Design mem_access_ctrl, sky130hd; sources not shown.
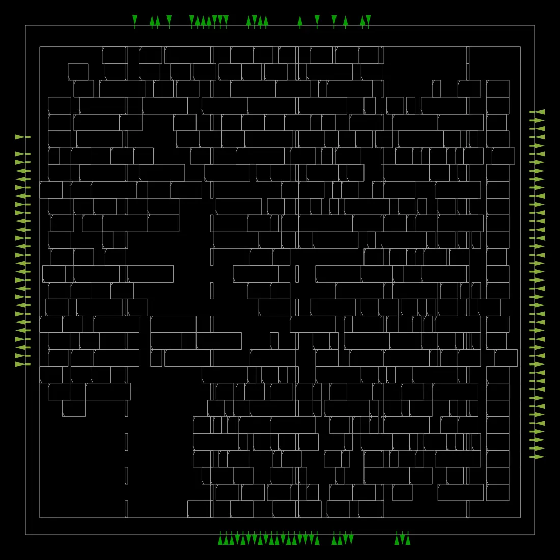
Figure 1: run 1, placed standard cells.
fraction of area in registers: 0.331
tapcell count: 75
Layout Cells excl Fill: 421

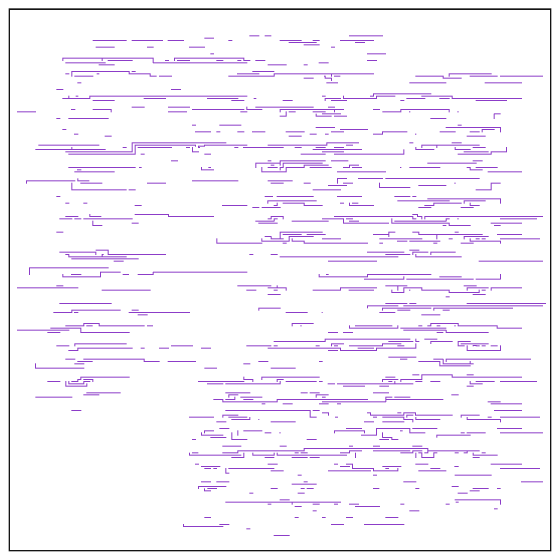
Figure 2: run 1, met1 routing.
nets with wire on the layer: 333
wire length on this layer: 2330 µm
main direction: horizontal
Total Wirelength: 5.69 mm
vias after detailed routing: 2022
GR met1 Demand/Resource: 0.172

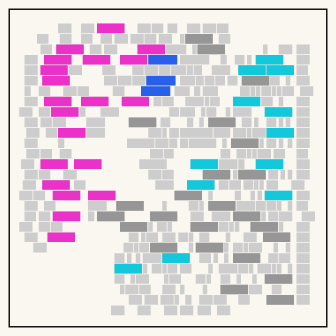
Figure 3: run 1, where the registers sit.
Other sequential cells in the stronger gray, the rest of the logic in the fainter gray.
| color | signal | placed flops |
|---|---|---|
| cyan | mem_address | 12 |
| blue | state | 3 |
| magenta | rsp_rdata | 20 |
not colored: 24
final core utilization: 0.605
Seq. cell area: 1180 µm²
Sequential Power: 1.98 mW

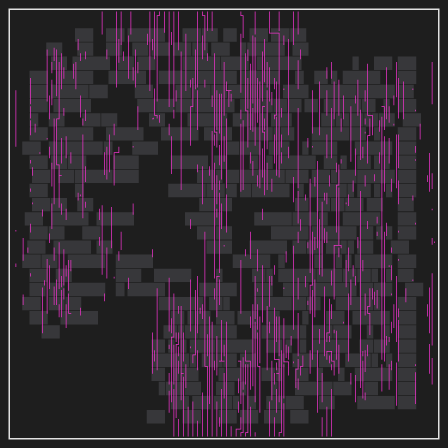
Figure 4: run 1, metal 2.
longest straight run: 46.6 µm
main direction: vertical
met2 usage: 0.285

==> results.yml, run 1 <==
# flow metrics
clock_network:
  clock-sinks: 59
  tritoncts: "yes"
  clkTransAtPathRegs_ps: 60
  clk_path_buf_depth: 2
  numCtsBuffers: 9
  worstSkewPairLatency_ps: 330
  ctsHtreeMaxLevel: 3
  root_buffer: "clkbuf_8"
routing:
  drcViolationCount: 0
  drt_iter0_drc: 50
  antenna_left: 0
  wl_per_cell_um: 13.5
setup_path:
  worstSetupEndpointType: "primary output"
  r2r_setup_slack_ps: -120
  reg2reg_depth: 4
  cp.arrival_ps: 1220
  cp.buffers_inverters: 2
  crit_slowest_cell: "or3_4"
  crit_family: "simple AND/OR/NAND/NOR gates"
  path_class: "reg2out"
  slowest_delay_ps: 390
  crit_cells: 3
  required_ps: 1040
pwr:
  irDropWorstVdd_uv: 528
  p_per_area_nw_per_um2: 1210
place:
  hpwlAfterDp_mm: 3.99
  io_buffers: 114
  place_congestion: 0.795
  placed_area_um2: 3410
  pre_cts_ws_ps: -479
finish:
  logic_area_um2: 873
  n_antenna_cell: 0
  fin_area_um2: 3580
  sh_comb_area: 0.244
  nFillCells: 545
  final_nets: 399
  layout-drive-gt1-share: 0.136
  largestClassByArea: "buffers"
  layout_top_cell: "nand2_1"
  logic_gate_count: 141
  lay_top_cells: "nand2_1 (68), clkdlybuf4s50_1 (56), dfxtp_1 (56)"
  area_growth_pct: 66.8
  num-nonclk-inverters: 3
logic_synthesis:
  synth_stat.cells: 220
  ys_sh_xor: 0
  ys_sh_adder: 0
  top_area_cell: "dfxtp_1"
  common_cells: "nand2_1 (68), dfxtp_1 (59), a21boi_1 (30)"
  syn_area_per_cell_um2: 9.76
  ys_area_um2: 2150
  simple_gate_share: 0.164
  area_leaders: "dfxtp_1 (55%), nand2_1 (12%), a21boi_1 (10%)"
  top_area_frac: 0.550
  yosys_most_used_dff: "dfxtp_1"
  synthCells: 220
  ys_sh_aoi: 0.219
  mux_share: 0.00524
  yosysSeqAreaShare: 0.550
run_status:
  violations: "negative setup slack"
  status: "complete, but fails checks"
final_timing:
  layout_min_cycle_time_ps: 1480
  fin_tns_setup_ps: -3580
  relSlewSlack: 0.788
  max_freq_ghz: 0.678
  fin_crit_sh: 1.14
  fin_skew_ps: 4.29
  fin_ws_ps: -176
  tightest_slew_ps: 315
  drv_slew: 0
  setup_viol: 37
  rsz0062_at_grt: "true"
hold_path:
  whs_path_depth: 2
global_route:
  grt_max_degree: 34
  grt_antenna_before_repair: 0
  grt_pass1_vias: 2013
  grt_pass1_wl_mm: 8.51
floorplan:
  core_um2: 5920
  fp_util: 0.363
  die_h_um: 82.3
flow_run:
  cap_violations: 0
## run 1: repair_timing
item,in CTS,in global routing
pin swaps,21,23
cloned,0,1
gates resized,72,45
setup endpoints to repair,114,91
## run 1: per-layer routing
layer	vias to the layer above	routed length, µm	track usage
met1	932	2330	0.172
li1	996	-	-
met3	12	554	0.0696
met4	0	127	0.0900
met5	-	0	0
met2	82	2680	0.285
## run 1: where the power goes
| group | switching [mW] | leakage, nW | internal, mW |
|---|---|---|---|
| Combinational | 0.445 | 0.960 | 0.454 |
| Clock | 0.676 | 0.0884 | 0.788 |
| Sequential | 0.0562 | 0.483 | 1.92 |
| Total | 1.18 | 1.53 | 3.16 |
Figure 5. Cell density map (run 1).
The die is cut into 8 by 8 equal tiles; white is low, dark blue is high, 0 to 100% covered.
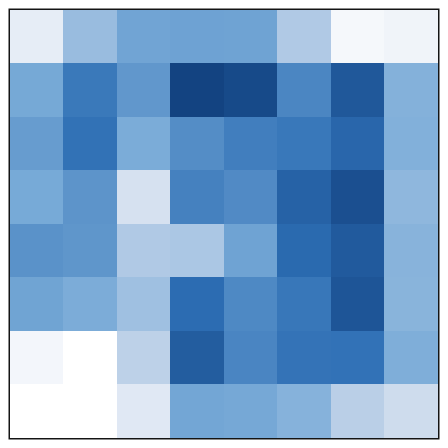

## Run 2: what changed since run 1
--- a/config.mk
+++ b/config.mk
@@ -10,6 +10,7 @@
 export CORE_UTILIZATION = 35
 export CTS_CLUSTER_SIZE = 12
 export DETAILED_ROUTE_END_ITERATION = 10
+export MAX_ROUTING_LAYER = met4
 export PLACE_DENSITY = 0.79
 export SYNTH_ARGS = -nofsm -noshare
 export SYNTH_HDL_FRONTEND = slang
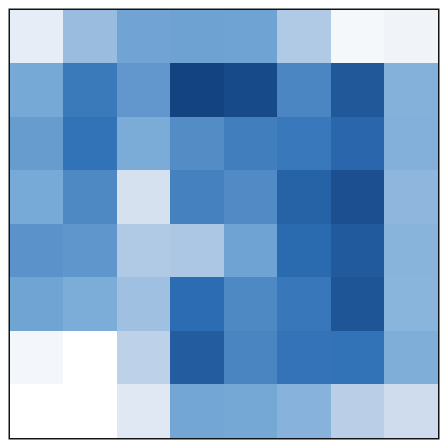
Figure 6: run 2, cell density map.
The die is cut into 8 by 8 equal tiles; white is low, dark blue is high, 0 to 100% covered.
nearly empty tiles: 4.7%
emptiest ninth of the die: south-west
fullest tile: 93%
final core utilization: 0.606
core footprint: 5920 µm²

==> results.yml, run 2 <==
# flow metrics
finish:
  final_nets: 399
  logic_area_um2: 873
  nFillCells: 544
  regArea_um2: 1180
  layout_top_cell: "nand2_1"
  layout-drive-gt1-share: 0.133
  num-nonclk-inverters: 3
  clkbuf_count: 12
  largestClassByArea: "buffers"
  area_growth_pct: 67.0
  clkCellAreaFrac: 0.0502
  seq_area_frac: 0.330
  buffers: 127
  n_antenna_cell: 0
  logic_gate_count: 141
  lay_top_cells: "nand2_1 (68), clkdlybuf4s50_1 (56), dfxtp_1 (56)"
  fin_area_um2: 3590
  sh_comb_area: 0.244
  finalNonFillerCells: 421
global_route:
  grt-busiest-layer: "met2"
  met2_usage: 0.285
  grt_use_met3: 0.0609
  grt_max_degree: 34
  grt_pass1_wl_mm: 8.51
  grt_pass1_vias: 2014
  grt_antenna_before_repair: 0
place:
  hpwlAfterDp_mm: 3.99
  io_buffers: 114
  place_congestion: 0.807
  place_inst: 404
  placed_area_um2: 3410
  pre_cts_ws_ps: -479
logic_synthesis:
  ys_area_um2: 2150
  mux_share: 0.00524
  top_area_frac: 0.550
  yosysSeqAreaShare: 0.550
  syn_area_per_cell_um2: 9.76
  simple_gate_share: 0.164
  synthCells: 220
  ys_sh_xor: 0
  synthArstFlopShare: 0
  area_leaders: "dfxtp_1 (55%), nand2_1 (12%), a21boi_1 (10%)"
  edf_count: 0
  common_cells: "nand2_1 (68), dfxtp_1 (59), a21boi_1 (30)"
  synth_stat.cells: 220
  topCombFamilyByArea: "AND-OR/OR-AND gates"
  most_common_cell: "nand2_1"
  ys_sh_aoi: 0.219
  yosys_most_used_dff: "dfxtp_1"
  top_area_cell: "dfxtp_1"
  ys_warn_count: 0
  synth.distinct_cells: 23
  synth_area_um2: 2150
  ys_sh_adder: 0
hold_path:
  hold_path.class: "reg2reg"
  whs_path_depth: 2
final_timing:
  relSlewSlack: 0.788
  fin_crit_sh: 1.14
  tightest_slew_ps: 316
  setup_viol: 37
  fin_skew_ps: 4.17
  fin_tns_setup_ps: -3520
  max_freq_ghz: 0.676
  rsz0062_at_grt: "true"
  fin_ws_ps: -179
  layout_min_cycle_time_ps: 1480
  drv_slew: 0
routing:
  drt_iter0_drc: 45
  antenna_left: 0
  drcViolationCount: 0
  drt_first_pass_iters: 4
  wl_per_cell_um: 13.5
  via_per_inst: 4.82
setup_path:
  path_class: "reg2out"
  reg2reg_depth: 4
  cp.arrival_ps: 1220
  crit_path_start_kind: "register"
  worstPathMaxFanout: 2
  required_ps: 1040
  worstSetupEndpointType: "primary output"
  r2r_setup_slack_ps: -120
clock_network:
  clk_path_buf_depth: 2
  postCtsSetupBuffers: 0
  worstSkewPairLatency_ps: 320
  clkTransAtPathRegs_ps: 60
  ctsHtreeMaxLevel: 3
  root_buffer: "clkbuf_8"
  tritoncts: "yes"
  ctsResizeCount: 72
  clock-sinks: 59
  numCtsBuffers: 9
run_status:
  status: "complete, but fails checks"
  violations: "negative setup slack"
floorplan:
  num_io_pins: 115
  chipArea_um2: 6780
  rows: 28
  taps: 75
  die_x_um: 82.3
  die_h_um: 82.3
  fp_util: 0.363
pwr:
  irDropWorstVdd_uv: 528
  p_per_area_nw_per_um2: 1210
flow_run:
  cap_violations: 0
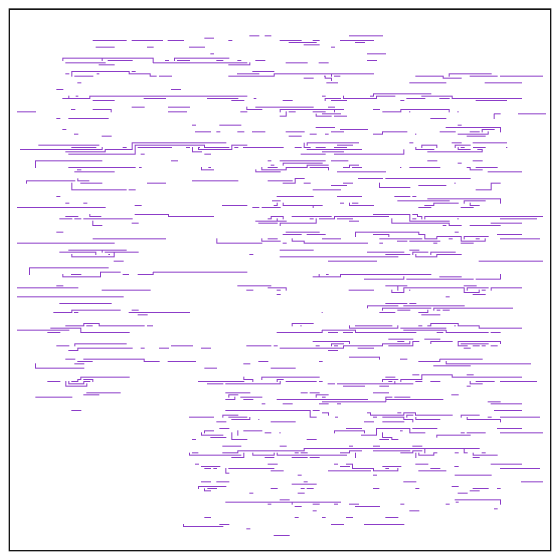
Figure 7: run 2, met1 routing.
longest straight run: 26.7 µm
main direction: horizontal
Total Wirelength: 5.68 mm
GR met1 Demand/Resource: 0.178
vias after detailed routing: 2028

## run 2: layer usage
metal	vias to the layer above	part of all wire	wire (µm)
met1	934	0.41	2330
li1	996	-	-
met5	-	0	0
met3	12	0.095	541
met2	86	0.47	2690
met4	0	0.021	122
## run 2: power breakdown
| part | total [mW] | internal [mW] | switching (mW) |
|---|---|---|---|
| clock network | 1.46 | 0.788 | 0.674 |
| registers | 1.98 | 1.92 | 0.0564 |
| logic | 0.899 | 0.454 | 0.445 |
## run 2: logic make-up after synthesis
logic type | Yosys count
AOI/OAI and AO/OA | 59
and+or+nand+nor | 80
buffers and inverters | 21
muxes | 1
DFF | 59
## run 2: worst max-delay path: stages (launching register included)
cell and delay, ps:
dfxtp_2 320, or3_4 390, inv_2 70, buf_6 110
Power is estimated from default activity; no workload was simulated.
